Figure 1. I/O nets highlighted (run 1).
Scale: 3 px per um.
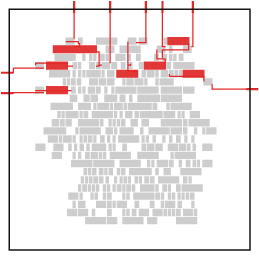
Figure 2. Routed metal, one color a layer (run 1).
Scale: 6 px per um. Two of the layers only.
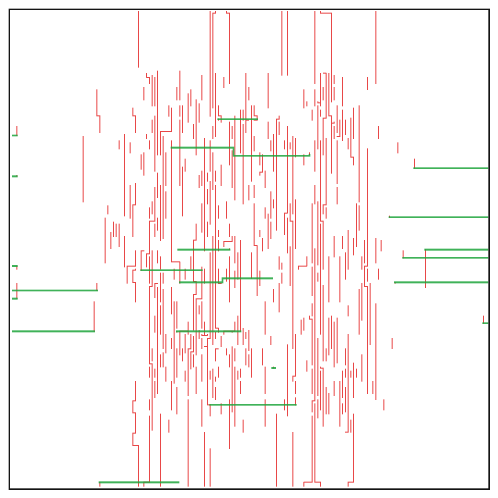
Figure 3. Drive-strength map (run 1).
Scale: 6 px per um.
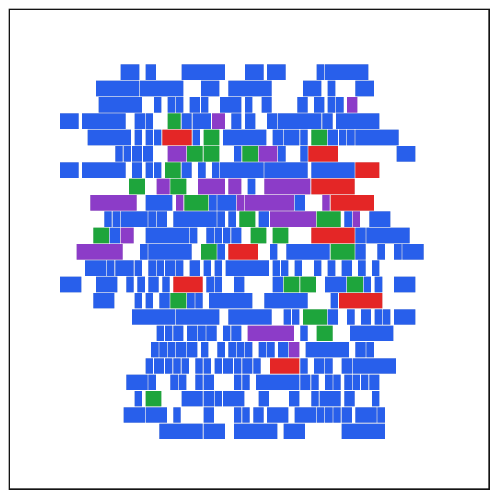
## src/rtl/adder_pkg.sv

```systemverilog
`default_nettype none
// ============================================================================
// Module   : adder_pkg
// Brief    : Shared state encoding and mode constants for the serial adder.
// Revision : 1.0
// ============================================================================
package adder_pkg;

    typedef enum logic [1:0] {
        ST_IDLE = 2'd0,
        ST_RUN  = 2'd1,
        ST_DONE = 2'd2
    } state_t;

    localparam logic MODE_ADD = 1'b0;
    localparam logic MODE_SUB = 1'b1;

endpackage : adder_pkg
`default_nettype wire

```

## src/rtl/adder_digit.sv

```systemverilog
`default_nettype none
// ============================================================================
// Module   : adder_digit
// Brief    : Combinational DIGIT-bit ripple adder built from full-adder cells.
// Revision : 1.0
// ============================================================================
module adder_digit #(
    parameter int DIGIT = 1
) (
    input  logic [DIGIT-1:0] a,
    input  logic [DIGIT-1:0] b,
    input  logic             ci,
    output logic [DIGIT-1:0] s,
    output logic             co,
    output logic             c_top
);

    logic [DIGIT:0] w_c;

    assign w_c[0] = ci;

    generate
        for (genvar i = 0; i < DIGIT; i++) begin : g_bit
            assign s[i]     = a[i] ^ b[i] ^ w_c[i];
            assign w_c[i+1] = (a[i] & b[i]) | (w_c[i] & (a[i] ^ b[i]));
        end
    endgenerate

    assign co    = w_c[DIGIT];
    // Carry into the top bit of this digit; becomes the carry into the MSB on the last step.
    assign c_top = w_c[DIGIT-1];

endmodule : adder_digit
`default_nettype wire

```

## src/rtl/serial_adder_n.sv

```systemverilog
`default_nettype none
// ============================================================================
// Module   : serial_adder_n
// Brief    : Multi-cycle add/subtract, DIGIT bits per clock, with carry-out,
//            signed overflow and a one-cycle done pulse.
// Revision : 1.0
// ============================================================================
module serial_adder_n
    import adder_pkg::*;
#(
    parameter int WIDTH = 8,
    parameter int DIGIT = 1
) (
    input  logic             clk,
    input  logic             rst,
    input  logic             start,
    input  logic             sub,
    input  logic             cin,
    input  logic [WIDTH-1:0] x,
    input  logic [WIDTH-1:0] y,
    output logic             busy,
    output logic             done,
    output logic [WIDTH-1:0] sum,
    output logic             cout,
    output logic             ovf
);

    localparam int STEPS = WIDTH / DIGIT;
    localparam int CNT_W = (STEPS > 1) ? $clog2(STEPS) : 1;
    localparam logic [CNT_W-1:0] C_LAST = CNT_W'(STEPS - 1);

    state_t           r_state;
    state_t           w_next;
    logic [CNT_W-1:0] r_cnt;
    logic [WIDTH-1:0] r_a;
    logic [WIDTH-1:0] r_b;
    logic [WIDTH-1:0] r_acc;
    logic [WIDTH-1:0] r_sum;
    logic             r_carry;
    logic             r_cout;
    logic             r_ovf;

    logic [DIGIT-1:0] w_ds;
    logic             w_dco;
    logic             w_dctop;
    logic             w_accept;
    logic             w_last;
    logic [WIDTH-1:0] w_acc_next;

    adder_digit #(.DIGIT(DIGIT)) u_digit (
        .a     (r_a[DIGIT-1:0]),
        .b     (r_b[DIGIT-1:0]),
        .ci    (r_carry),
        .s     (w_ds),
        .co    (w_dco),
        .c_top (w_dctop)
    );

    assign w_accept   = start && ((r_state == ST_IDLE) || (r_state == ST_DONE));
    assign w_last     = (r_state == ST_RUN) && (r_cnt == C_LAST);
    // New digit enters at the top so the LSB digit ends at bit 0 after STEPS shifts.
    assign w_acc_next = (r_acc >> DIGIT) | (WIDTH'(w_ds) << (WIDTH - DIGIT));

    always_comb begin
        w_next = r_state;
        case (r_state)
            ST_IDLE: if (start) w_next = ST_RUN;
            ST_RUN:  if (r_cnt == C_LAST) w_next = ST_DONE;
            ST_DONE: w_next = start ? ST_RUN : ST_IDLE;
            default: w_next = ST_IDLE;
        endcase
    end

    always_ff @(posedge clk) begin
        if (rst) begin
            r_state <= ST_IDLE;
        end else begin
            r_state <= w_next;
        end
    end

    always_ff @(posedge clk) begin
        if (rst) begin
            r_cnt   <= '0;
            r_a     <= '0;
            r_b     <= '0;
            r_acc   <= '0;
            r_sum   <= '0;
            r_carry <= 1'b0;
            r_cout  <= 1'b0;
            r_ovf   <= 1'b0;
        end else if (w_accept) begin
            r_a     <= x;
            r_b     <= (sub == MODE_SUB) ? ~y : y;
            r_carry <= (sub == MODE_SUB) ? 1'b1 : cin;
            r_cnt   <= '0;
        end else if (r_state == ST_RUN) begin
            r_a     <= r_a >> DIGIT;
            r_b     <= r_b >> DIGIT;
            r_acc   <= w_acc_next;
            r_carry <= w_dco;
            r_cnt   <= r_cnt + 1'b1;
            if (w_last) begin
                r_sum  <= w_acc_next;
                r_cout <= w_dco;
                r_ovf  <= w_dco ^ w_dctop;
            end
        end
    end

    assign busy = (r_state == ST_RUN);
    assign done = (r_state == ST_DONE);
    assign sum  = r_sum;
    assign cout = r_cout;
    assign ovf  = r_ovf;

endmodule : serial_adder_n
`default_nettype wire
```

## config.mk

```make
export PLATFORM = sky130hd
export DESIGN_NAME = serial_adder_n
export DESIGN_NICKNAME = d
export VERILOG_FILES = /design/src/rtl/adder_pkg.sv /design/src/rtl/adder_digit.sv /design/src/rtl/serial_adder_n.sv
export SDC_FILE = /design/constraint.sdc
export NUM_CORES = 1
export LEC_CHECK = 0
export ABC_AREA = 1
export ABC_CLOCK_PERIOD_IN_PS = 1220
export CAP_MARGIN = 15
export CORE_MARGIN = 8
export CORE_UTILIZATION = 45
export DETAILED_ROUTE_END_ITERATION = 6
export PLACE_DENSITY = 0.78
export SLEW_MARGIN = 10
export SYNTH_ARGS = -nofsm -noshare
export SYNTH_HDL_FRONTEND = slang
export SYNTH_SLANG_ARGS = --single-unit
export TNS_END_PERCENT = 5
```

## constraint.sdc

```tcl
create_clock -name clk -period 1.22 [get_ports clk]
set_input_delay 0.122 -clock clk [delete_from_list [all_inputs] [get_ports clk]]
set_output_delay 0.122 -clock clk [all_outputs]
set_load 0.01 [all_outputs]
```

==> results.yml, run 1 <==
# implementation run metrics
setup_path:
  arrival_ns: 1.46
  cp_max_fo: 7
  cp_num_buf_inv: 2
  end_kind: "flip-flop"
  slowest_stage: "dfxtp_2"
finish:
  layout-drive-gt1-share: 0.175
  finalNetCount: 326
  synthToLayoutAreaGrowth_pct: 31.3
  largest_cell_class: "logic gates"
  layout.cells.most_common: "nor2_1"
  num-nonclk-buffers: 54
  num-clock-buffers: 6
  logic_area_um2: 822
  ff_count: 39
route:
  drt-total-wl_mm: 4.12
  dr_total_vias: 1670
  post_drt_via_cell_ratio: 4.73
sta:
  fmax_ghz: 0.784
  worst_slack_ns: -0.0548
  fin_skew_ns: 0.00501
  setup_viol: 6
power:
  vdd_drop_max_v: 0.000668
  p_leak_nw: 1.18
run_status:
  status: "complete, but fails checks"
  violations: "negative setup slack"
clock_network:
  cts_hold_buffers: 0
  numClockSinks: 39
yosys:
  syn-instance-count: 252
  most_common_cell: "nor2_1"
  edf_count: 0
  synthAdderAreaFrac: 0.0246
  area_leaders: "dfxtp_1 43%, nor2_1 9.9%, nand2_1 9.7%"
Notes on Figure 1 above:
color	port	direction	end cells	buffers	wire
red	`sum`	output	8	8	194 um

Notes on Figure 2 above:
color	layer	wire length
red	M2	1970 um
green	M3	203 um

Notes on Figure 3 above:
color	size	cells	most used
blue	x1 and smaller	250	nor2_1
green	x3 and x4	24	buf_4
purple	x2	19	dfxtp_2
red	x6 and larger	10	clkbuf_8

run 1: worst max-delay path by stage:
stage | start | endpoint | slack, ns | cells past startpoint
global route | r_cnt[0] | sum[1] | -0.14 | 7
global placement | start | r_a[0] | -0.05 | 8
floorplan | r_carry | ovf | 0.01 | 4
finish | r_cnt[0] | sum[5] | -0.05 | 7
detailed placement | start | r_a[0] | -0.09 | 8
CTS | r_cnt[0] | sum[1] | -0.06 | 7
run 1: where the power goes:
| group | switching [W] | internal (W) |
|---|---|---|
| combinational | 0.000261 | 0.000235 |
| clock | 0.000452 | 0.000399 |
| sequential | 0.0000462 | 0.00135 |
run 1: worst register-to-register path, delay by kind of cell (launching register included):
| family | cells | cell delay, ns |
|---|---|---|
| AND/OR/NAND/NOR | 2 | 0.12 |
| buffers and inverters | 2 | 0.21 |
| AND-OR/OR-AND | 1 | 0.15 |
| adder cells (fa/ha/maj) | 2 | 0.37 |
| flip-flops | 1 | 0.32 |
run 1: sequential cells by signal, indices dropped and copies added (netlist names):
| register | cells |
|---|---|
| cout | 1 |
| ovf | 1 |
| r_a | 8 |
| r_acc | 7 |
| r_b | 8 |
| r_carry | 1 |
| r_cnt | 3 |
| r_state | 2 |
| sum | 8 |
run 1: cell families after synthesis:
group / count (synthesis)
AOI/OAI and AO/OA: 42
adders and majority gates: 3
buffers and inverters: 46
xor gates and xnor gates: 2
DFF: 39
and+or+nand+nor: 120
run 1: layer usage:
layer | vias to the layer above | GRT usage | part of all wire
met5 | - | 0 | 0
met4 | 0 | 0.0600 | 0.013
met3 | 4 | 0.0462 | 0.049
met2 | 28 | 0.228 | 0.48
met1 | 756 | 0.161 | 0.46
li1 | 882 | - | -
run 1: what timing repair did:
action	in CTS	in global routing
setup buffers	0	1
cloned	0	0
pin swaps	1	1
gates resized	21	16
setup endpoints to repair	23	20
Figure 4. Cell placement (run 1).
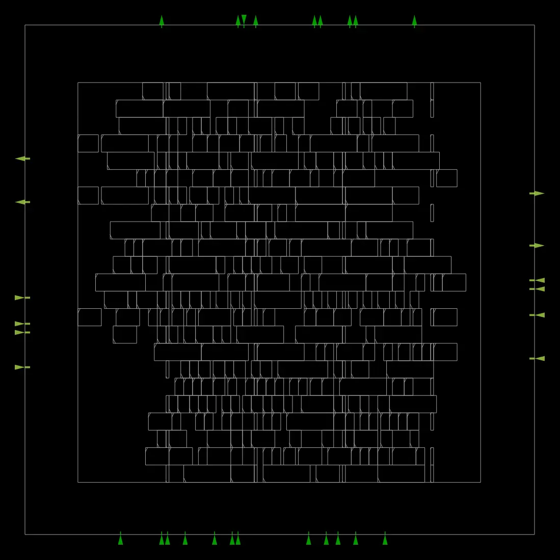

==> run 2: changes to the inputs <==
--- a/config.mk
+++ b/config.mk
@@ -8,7 +8,6 @@
 export ABC_AREA = 1
 export ABC_CLOCK_PERIOD_IN_PS = 1220
 export CAP_MARGIN = 15
-export CORE_MARGIN = 8
 export CORE_UTILIZATION = 45
 export DETAILED_ROUTE_END_ITERATION = 6
 export PLACE_DENSITY = 0.78
Figure 5. Cell placement (run 2).
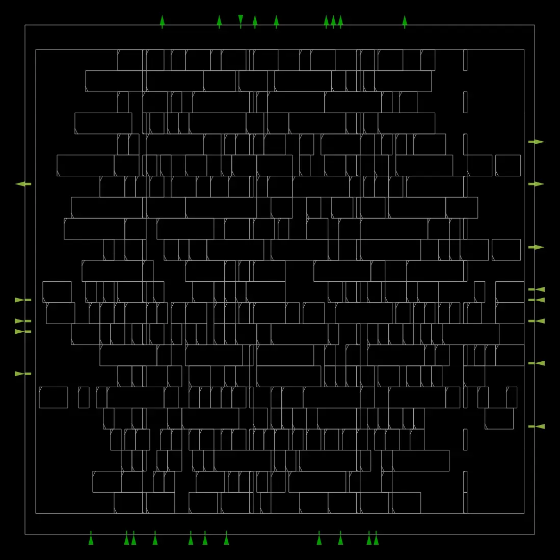
flop share of the area: 0.324
tap cells: 48

==> results.yml, run 2 <==
# implementation run metrics
sta:
  worst_slack_ns: -0.0157
  tns_ns: -0.0239
  fmax_ghz: 0.809
  setup_viol: 2
  fin_skew_ns: 0.00403
  period_needed_ns: 1.24
setup_path:
  arrival_ns: 1.42
  worstSetupStartpoint: "r_carry"
  cp.depth: 4
  cp-endpoint: "ovf"
  slowest_stage: "fa_2"
  cp_num_buf_inv: 0
  cp_max_fo: 3
power:
  vdd_drop_max_v: 0.000599
  p_seq_w: 0.00140
  pwr-share-seq: 0.513
  p_clk_w: 0.000832
  top_power_group: "registers"
  p_comb_w: 0.000495
  pwr-share-clk: 0.305
  p_leak_nw: 1.17
  switching_share: 0.273
  intPower_w: 0.00198
  combPwrFrac: 0.182
  p_switching_w: 0.000745
yosys:
  most_common_cell: "nor2_1"
  area_leaders: "dfxtp_1 43%, nor2_1 9.9%, nand2_1 9.7%"
  syn-instance-count: 252
  edf_count: 0
route:
  drt-total-wl_mm: 3.98
  dr_total_vias: 1706
  post_drt_via_cell_ratio: 4.83
finish:
  finalNetCount: 328
  logic_area_um2: 870
  mostFrequentLayoutCells: "47 x nand2_1, 45 x nor2_1, 35 x dfxtp_1, 31 x inv_1, 22 x buf_4"
  layout.cells.most_common: "nand2_1"
  layout-drive-gt1-share: 0.193
  synthToLayoutAreaGrowth_pct: 32.9
flow_run:
  drv_cap: 0
  openroad.warnings: 28
run_status:
  violations: "negative setup slack"
  status: "complete, but fails checks"
clock_network:
  numCtsBuffers: 5
die:
  die-width_um: 65.7
placed_design:
  port_buffers: 32
run 2: netlist changes by cell type in the layout (fill, tap and decap cells not counted), sizes merged:
cell	before	now
buf	23	24
clkbuf	6	7
run 2: cell families after synthesis:
logic type      Yosys count  share of synthesized area
buf+inv                  46                      0.127
flops                    39                      0.427
fa+ha+maj                 3                     0.0246
xor+xnor                  2                    0.00958
compound gates           42                      0.125
simple gates            120                      0.287
run 2: how the worst min path moves through the flow:
stage            from  endpoint  slack [ns]  depth (start not counted)
2_1_floorplan    x[7]    r_a[7]        0.26                          2
3_3_place_gp   r_a[6]    r_a[6]        0.46                          2
3_5_place_dp   r_a[6]    r_a[6]        0.46                          2
4_1_cts          x[7]    r_a[7]        0.43                          3
5_1_grt          x[7]    r_a[7]        0.44                          3
6_report         x[7]    r_a[7]        0.44                          3
run 2: what timing repair did:
| action | CTS | global route |
|---|---|---|
| buffers inserted | 0 | 3 |
| hold buffers | 0 | 0 |
| pin swaps | 1 | 3 |
| endpoints found under the hold margin | 0 | 0 |
| resized | 19 | 27 |
| endpoints found under the setup margin | 24 | 29 |
run 2: cell type report:
type                    instances  area share
well taps                      48      0.0247
flip-flops and latches         39       0.324
repair buffers                 56       0.202
multi-input cells             167       0.358
inverters                      35      0.0561
clock inverters                 2     0.00515
clock buffers                   6      0.0299
run 2: worst min-delay path, stage by stage:
cell and delay, ns:
clkdlybuf4s50_1 0.41, nor2_1 0.11, nor2_1 0.05
run 2: layer usage:
layer | track usage | up-vias | wire [um]
met4 | 0.0951 | 0 | 46
met3 | 0.0503 | 5 | 133
met5 | 0 | - | 0
li1 | - | 882 | -
met1 | 0.255 | 795 | 1870
met2 | 0.315 | 24 | 1920
Figure 6. I/O nets highlighted (run 2).
Scale: 4 px per um.
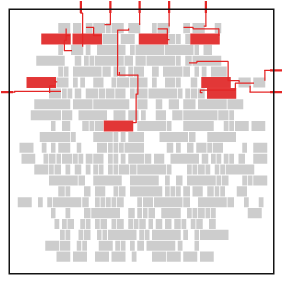

==> run 3: changes to the inputs <==
--- a/config.mk
+++ b/config.mk
@@ -11,6 +11,7 @@
 export CORE_UTILIZATION = 45
 export DETAILED_ROUTE_END_ITERATION = 6
 export PLACE_DENSITY = 0.78
+export SKIP_CTS_REPAIR_TIMING = 1
 export SLEW_MARGIN = 10
 export SYNTH_ARGS = -nofsm -noshare
 export SYNTH_HDL_FRONTEND = slang
Figure 7. I/O nets highlighted (run 3).
Scale: 4 px per um.
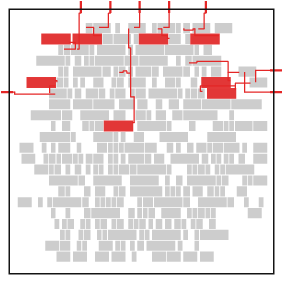
color	port	direction	end cells	buffers	wire
red	`sum`	output	8	8	159 um

==> results.yml, run 3 <==
# implementation run metrics
run_status:
  status: "complete, but fails checks"
  violations: "negative setup slack"
power:
  power_w: 0.00273
  p_switching_w: 0.000753
  pwr-share-seq: 0.510
  pwr-share-clk: 0.309
  intPower_w: 0.00198
  vdd_drop_max_v: 0.000608
  p_leak_nw: 1.35
  switching_share: 0.276
  combPwrFrac: 0.181
clock_network:
  numCtsBuffers: 5
  numClockSinks: 39
finish:
  finalNetCount: 329
  layout-drive-gt1-share: 0.180
  synthToLayoutAreaGrowth_pct: 33.8
  mostFrequentLayoutCells: "47 x nor2_1, 47 x nand2_1, 35 x dfxtp_1, 31 x inv_1, 24 x buf_4"
sta:
  period_needed_ns: 1.32
  fin_skew_ns: 0.00541
  setup_viol: 8
  worst_slack_ns: -0.0997
  fmax_ghz: 0.758
  hold_violations: 0
setup_path:
  arrival_ns: 1.56
  startpoint_type: "flip-flop"
  cp_max_fo: 5
  cp_num_buf_inv: 3
  slowest_stage: "dfxtp_2"
  end_kind: "flip-flop"
route:
  dr_total_vias: 1716
  drt-total-wl_mm: 4.02
yosys:
  most_common_cell: "nor2_1"
  edf_count: 0
  syn-instance-count: 252
  area_leaders: "dfxtp_1 43%, nor2_1 9.9%, nand2_1 9.7%"
flow_run:
  drv_cap: 0
  openroad.warnings: 27
placed_design:
  port_buffers: 32
die:
  die-width_um: 65.7
-- run 3: cell type report --
class / count / area (um^2)
Multi-Input combinational cell: 167 / 837
Clock buffer: 6 / 72.6
Fill cell: 318 / 1330
Inverter: 35 / 134
Timing Repair Buffer: 57 / 542
Clock inverter: 2 / 12.5
Sequential cell: 39 / 788
Tap cell: 48 / 60.1
-- run 3: cells by family after synthesis --
family | synth area share
AOI/OAI and AO/OA | 0.125
xor gates and xnor gates | 0.00958
adders and majority gates | 0.0246
buffers and inverters | 0.127
DFF | 0.427
and+or+nand+nor | 0.287
-- run 3: final timing paths --
kind | startpoint | endpoint | slack [ns] | cells past startpoint
worst min register to register | r_a[6] | r_a[6] | 0.48 | 2
worst max register to register | r_cnt[0] | cout | -0.1 | 9
worst max-delay path | r_cnt[0] | cout | -0.1 | 9
worst min-delay path | x[7] | r_a[7] | 0.44 | 3
-- run 3: tightest hold or removal path, cell delays in order --
cell             delay, ns
clkdlybuf4s50_1       0.41
nor2_1                0.11
nor2_1                0.05
-- run 3: power groups by stage --
| stage | sequential [W] | clock, W | combinational (W) |
|---|---|---|---|
| final | 0.00139 | 0.000844 | 0.000494 |
| after detailed placement | 0.00142 | 0 | 0.000479 |
| after global routing | 0.00140 | 0.000916 | 0.000553 |
| after global placement | 0.00142 | 0 | 0.000466 |
| after floorplan | 0.00142 | 0 | 0.000320 |
| after CTS | 0.00139 | 0.000853 | 0.000480 |
-- run 3: routing by layer --
metal | vias to the layer above | share of wire | GRT usage
met3 | 5 | 0.048 | 0.0503
met2 | 38 | 0.49 | 0.307
li1 | 888 | - | -
met4 | 0 | 0.011 | 0.0951
met1 | 785 | 0.45 | 0.251
met5 | - | 0 | 0

## Gallery

Pin map.
Plate I
Scale: 8 px per um. Pins as bars across the die edge, other pins in gray.
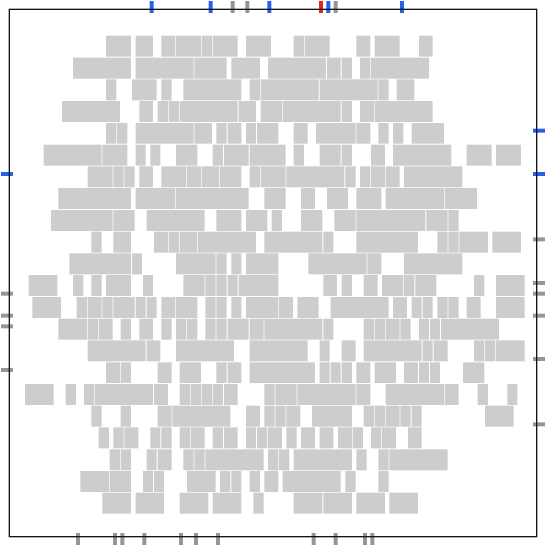
Plate II
Scale: 6 px per um. Pins as bars across the die edge, other pins in gray.
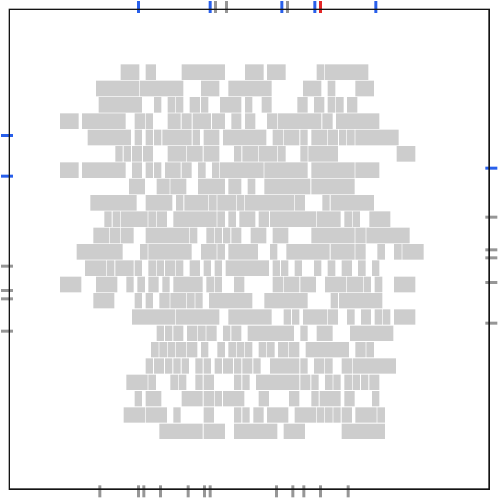
Plate I -> run 2
Plate II -> run 1
The one with the largest die is Plate II.

Key to Plate I:
color	port	pins	direction	edge
blue	`sum`	8	output	5 top, 2 right, 1 left
red	`busy`	1	output	top
all pins by edge	11 bottom, 9 top, 8 right, 5 left

Power figures rest on the tool's default switching activity, not on a simulated workload.
